Fig. 1: run 1, met1 routing
Scale: 4 px per um.
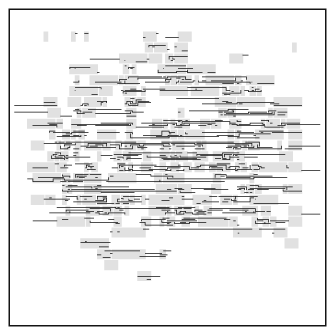
Fig. 2: run 1, M2 wires
Scale: 6 px per um.
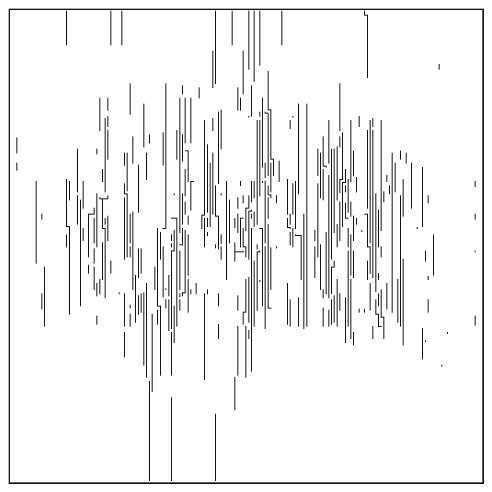
Fig. 3: run 1, the metal 3 layer
Scale: 4 px per um.
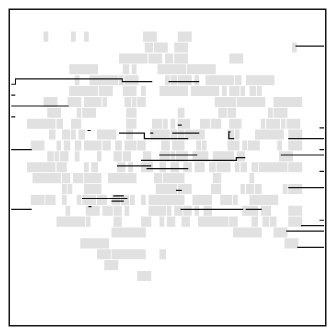
Design timer_port, sky130hd; sources not shown.
==> flow_summary.ini, run 1 <==
; synthesis and place-and-route metrics
[synthesis]
top_cell_area_share_pct = 32.0
edf_count = 0
simple_gate_area_share_pct = 26.0
area_leaders = dfxtp_1 (32%), mux2i_1 (6.7%), ha_1 (5.8%)
syn_avg_cell_area_um2 = 8.20
async_flop_share_pct = 0
ys_sh_adder_pct = 5.83
top_cells_by_count = dfxtp_1 (24), nor2_1 (21), nand2_1 (15)
synth_area_mm2 = 0.00150

[finish]
instances_no_fill = 279
n_fill_cell = 500

[drt]
routedWlPerCell_um = 14.0
drcViolationCount = 0
viasPerCell = 5.03
postRouteAntennaNets = 0

[worst_setup_path]
slowest_stage = clkdlybuf4s50_1
ff2ff_path_depth = 7
start_kind = flop
crit_family = buffers and inverters

[clock_network]
hold_buffers = 0
cts_buffers = 3
cts.sinks = 24
root_buffer = clkbuf_8

[final_timing]
grt_setup_unrepaired = yes
whs_ns = 0.469
setup_viol = 0
clock-skew-final_ns = 0.00323
tightestPinTransition_ns = 0.492
fin_crit_ns = 1.82

[grt]
grt_pass1_vias = 1395
grt_pass1_wl_mm = 6.51
antenna_found_initial = 0

[hold_path]
min_path_type = flop to flop

[placed_design]
place_ws_ns = 0.0711
io_buffers = 25
dp_cells = 274

[power_and_ir_drop]
peakVddDrop_v = 0.000387

[flow_run]
max-cap-violations = 0

[floorplanning]
die_area_mm2 = 0.00620

[outcome]
status = finished clean
## Picture notes: Fig. 1
share of all routed wire	45%
nets with wire on the layer	202
main direction	horizontal
wire length on this layer	1780 um
final wirelength: 3.92 mm
vias after detailed routing: 1403
met1 usage: 17.5%

## Picture notes: Fig. 2
longest straight run	37.1 um
main direction	vertical
wire length on this layer	1840 um
nets with wire on the layer	189
M2 GR Usage: 20.7%

## Picture notes: Fig. 3
nets with wire on the layer	29
main direction	horizontal
wire length on this layer	248 um
global routing usage on met3: 3.74%

-- run 1: cell type report --
class / instances / area (um2) / share of cell area, %
multi-input combinational: 137 / 913 / 47.9
sequential: 24 / 488 / 25.6
timing repair buffer: 39 / 345 / 18.1
tap: 67 / 83.8 / 4.40
clock buffer: 4 / 45.0 / 2.36
inverter: 8 / 30.0 / 1.58
-- run 1: report_power, final --
group / internal, mW / switching (mW)
registers: 0.513 / 0.0352
logic: 0.175 / 0.187
clock network: 0.145 / 0.155
total: 0.833 / 0.376
-- run 1: routing by layer --
| layer | global-route usage [%] | wire length (um) |
|---|---|---|
| met3 | 3.74 | 247 |
| met1 | 17.5 | 1780 |
| met2 | 20.7 | 1840 |
| met5 | 0 | 0 |
| met4 | 2.62 | 53 |
==> run 2: changes to the inputs <==
--- a/config.mk
+++ b/config.mk
@@ -8,6 +8,7 @@
 export CORE_MARGIN = 4
 export CORE_UTILIZATION = 30
 export DETAILED_ROUTE_END_ITERATION = 10
+export MAX_ROUTING_LAYER = met4
 export RECOVER_POWER = 25
 export SETUP_SLACK_MARGIN = 0.05
 export SLEW_MARGIN = 20
Fig. 4: run 2, M2 wires
Scale: 6 px per um.
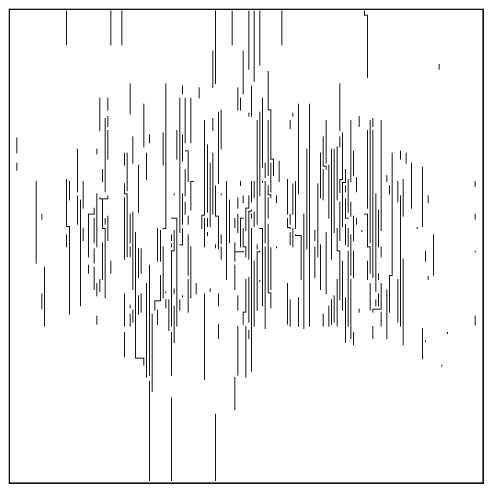
nets with wire on the layer	190
wire length on this layer	1840 um
M2 GR Usage: 20.8%
final wirelength: 3.93 mm

Fig. 5: run 2, met1 routing
Scale: 4 px per um.
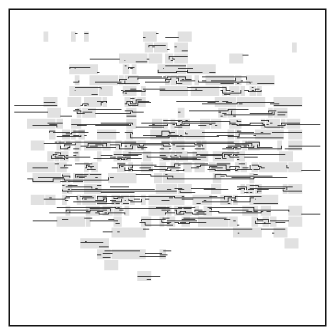
share of all routed wire	46%
wire length on this layer	1790 um
met1 usage: 17.3%
vias after detailed routing: 1388

Fig. 6: run 2, the metal 3 layer
Scale: 4 px per um.
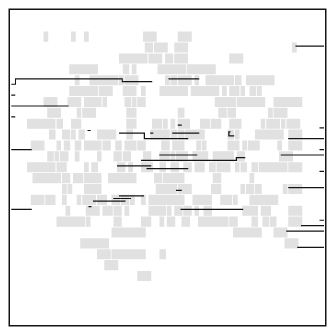
longest straight run	26.7 um
main direction	horizontal
wire length on this layer	246 um

==> run 2 against run 1 <==
  * Sequential power hardly changed
  * Design area stayed put
  * Die area stayed put
  * Non-clock buffer count stayed put
  * Clock skew is 0.00067 ns higher
  * Synthesized cell count stayed put
  * Final cell count stayed put
  * Sequential cell count stayed put
  * Area after synthesis stayed put
  * Critical path type unchanged
  * Highest routed layer unchanged
==> flow_summary.ini, run 2 <==
; synthesis and place-and-route metrics
[drt]
met3WireLength_um = 245
viasPerCell = 4.97
postRouteAntennaNets = 0
dr_wl_met2_mm = 1.84
drcViolationCount = 0
top_layer = met4

[grt]
top_usage_layer = met2
grt_pass1_vias = 1395
grt_use_met3_pct = 3.74
antenna_found_initial = 0

[final_timing]
whs_ns = 0.469
grt_setup_unrepaired = yes
setup_viol = 0
fin_crit_ns = 1.82
tightestPinTransition_ns = 0.492

[worst_setup_path]
ff2ff_path_depth = 7
slowest_stage = clkdlybuf4s50_1
start_kind = flop
crit_family = buffers and inverters

[power_and_ir_drop]
pwr-share-seq_pct = 45.3
switching_share_pct = 31.2
p_comb_share_pct = 29.8

[synthesis]
ys_sh_adder_pct = 5.83
top_cells_by_count = dfxtp_1 (24), nor2_1 (21), nand2_1 (15)
async_flop_share_pct = 0

[flow_run]
max-cap-violations = 0

[clock_network]
root_buffer = clkbuf_8
cts_buffers = 3

[finish]
n_fill_cell = 500
instances_no_fill = 279

[placed_design]
dp_cells = 274

[outcome]
status = finished clean
## run 2: cell counts after synthesis
No cell type changed its count.
## run 2: repair_timing
action,4_1_cts,5_1_grt
buffers inserted,1,0
endpoints found under the setup margin,1,1
hold endpoints to repair,0,0
pin swaps,0,2
resized,1,3
hold buffers,0,0
## run 2: cell type report
type | count | area, um2 | share of cell area (%)
multi-input combinational | 137 | 913 | 47.9
sequential | 24 | 488 | 25.6
timing repair buffer | 39 | 345 | 18.1
tap | 67 | 83.8 | 4.40
clock buffer | 4 | 45.0 | 2.36
inverter | 8 | 30.0 | 1.58
## run 2: power by group through the flow
stage	combinational (mW)	clock, mW	sequential [mW]
after CTS	0.357	0.312	0.549
after detailed placement	0.348	0	0.562
after global routing	0.399	0.327	0.555
after floorplan	0.229	0	0.564
final	0.361	0.301	0.548
after global placement	0.351	0	0.561
==> run 3: changes to the inputs <==
--- a/config.mk
+++ b/config.mk
@@ -5,12 +5,14 @@
 export SDC_FILE = /design/constraint.sdc
 export NUM_CORES = 1
 export LEC_CHECK = 0
+export CAP_MARGIN = 10
 export CORE_MARGIN = 4
 export CORE_UTILIZATION = 30
 export DETAILED_ROUTE_END_ITERATION = 10
 export MAX_ROUTING_LAYER = met4
 export RECOVER_POWER = 25
 export SETUP_SLACK_MARGIN = 0.05
+export SKIP_CTS_REPAIR_TIMING = 1
 export SLEW_MARGIN = 20
 export SYNTH_ARGS = -nofsm -noshare
 export SYNTH_HDL_FRONTEND = slang
==> constraint.sdc (replaced) <==
create_clock -name clk -period 1.96 [get_ports clk]
set_input_delay 0.294 -clock clk [delete_from_list [all_inputs] [get_ports clk]]
set_output_delay 0.294 -clock clk [all_outputs]
set_load 0.005 [all_outputs]
Fig. 7: run 3, M2 wires
Scale: 6 px per um.
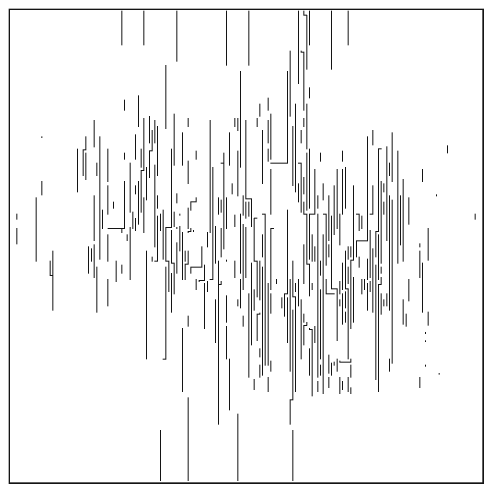
share of all routed wire	48%
main direction	vertical
nets with wire on the layer	183
vias after detailed routing: 1379
M2 GR Usage: 20.7%

Fig. 8: run 3, the metal 3 layer
Scale: 4 px per um.
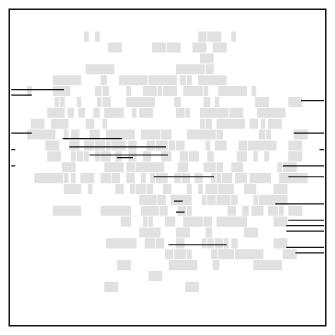
wire length on this layer	205 um
share of all routed wire	5.4%
nets with wire on the layer	22
global routing usage on met3: 2.61%
final wirelength: 3.80 mm

Fig. 9: run 3, I/O pins on the die edge
Scale: 6 px per um. Pins as bars across the die edge, other pins in grey.
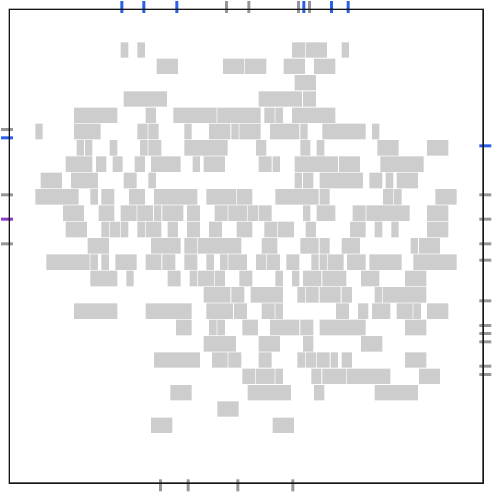
colour	port	pins	direction	edge
purple	wr_ctrl	1	input	left
blue	status_out	8	output	6 top, 1 right, 1 left
Die Width: 78.7 um
port bufs: 25

==> run 3 against run 2 <==
  * Wire length shrank 3.5%
  * Highest routed layer unchanged
  * Clock-buffer cell count is the same
  * Clock power grew 15%
  * Utilization shrank 0.13 points
  * Largest cell class unchanged
  * Via count shrank 0.65%
==> flow_summary.ini, run 3 <==
; synthesis and place-and-route metrics
[finish]
num-nonclk-buffers = 37
buffer_area_share_pct = 18.6
final-clk-cell-share_pct = 2.90
n_fill_cell = 508
comb_cells = 137
inverters = 8
design.seq.count = 24
n_clock_buffer = 4
sh_comb_area_pct = 47.1

[worst_setup_path]
start_kind = flop
slowest_stage = nor4_4

[hold_path]
min_path_type = flop to flop

[power_and_ir_drop]
peakVddDrop_v = 0.000263
power-top-group = registers
p_int_mw = 0.864
p_switching_mw = 0.359
p_seq_mw = 0.549
p_clk_share_pct = 28.2
comb-power_mw = 0.329
pwr-share-seq_pct = 44.9

[floorplanning]
nWellTaps = 67
die_area_mm2 = 0.00620

[final_timing]
clock-skew-final_ns = 0.00855
setup_viol = 0
grt_setup_unrepaired = yes

[drt]
viasPerCell = 4.98
postRouteAntennaNets = 0
routedWlPerCell_um = 13.7

[synthesis]
simple_gate_area_share_pct = 26.0
synth_area_mm2 = 0.00150
syn_avg_cell_area_um2 = 8.20
ys_sh_adder_pct = 5.83

[placed_design]
place_ws_ns = 0.0823

[flow_run]
max-cap-violations = 0

[clock_network]
root_buffer = clkbuf_8
cts_buffers = 3

[outcome]
status = finished clean

[grt]
met1_usage_pct = 16.6
antenna_found_initial = 0
top_usage_layer = met2
run 3: through the flow:
step | hold WS (ns) | power [mW] | util [%] | instance area [um2] | instances
6_report | 0.473 | 1.22 | 39.7 | 1900 | 277
5_1_grt | 0.514 | 1.29 | 39.7 | 1900 | 277
4_1_cts | 0.478 | 1.23 | 39.5 | 1890 | 277
3_5_place_dp | 0.465 | 0.885 | 38.4 | 1840 | 273
3_3_place_gp | 0.466 | 0.884 | 38.4 | 1840 | 273
2_1_floorplan | 0.438 | 0.773 | - | 1520 | 186
run 3: routing by layer:
| metal | vias to the layer above | part of all wire, % | routed length (um) |
|---|---|---|---|
| met5 | - | 0 | 0 |
| met4 | 0 | 0.32 | 12 |
| met3 | 2 | 5.4 | 204 |
| met2 | 33 | 48 | 1830 |
| met1 | 644 | 46 | 1750 |
| li1 | 700 | - | - |
Power is estimated from default activity; no workload was simulated.
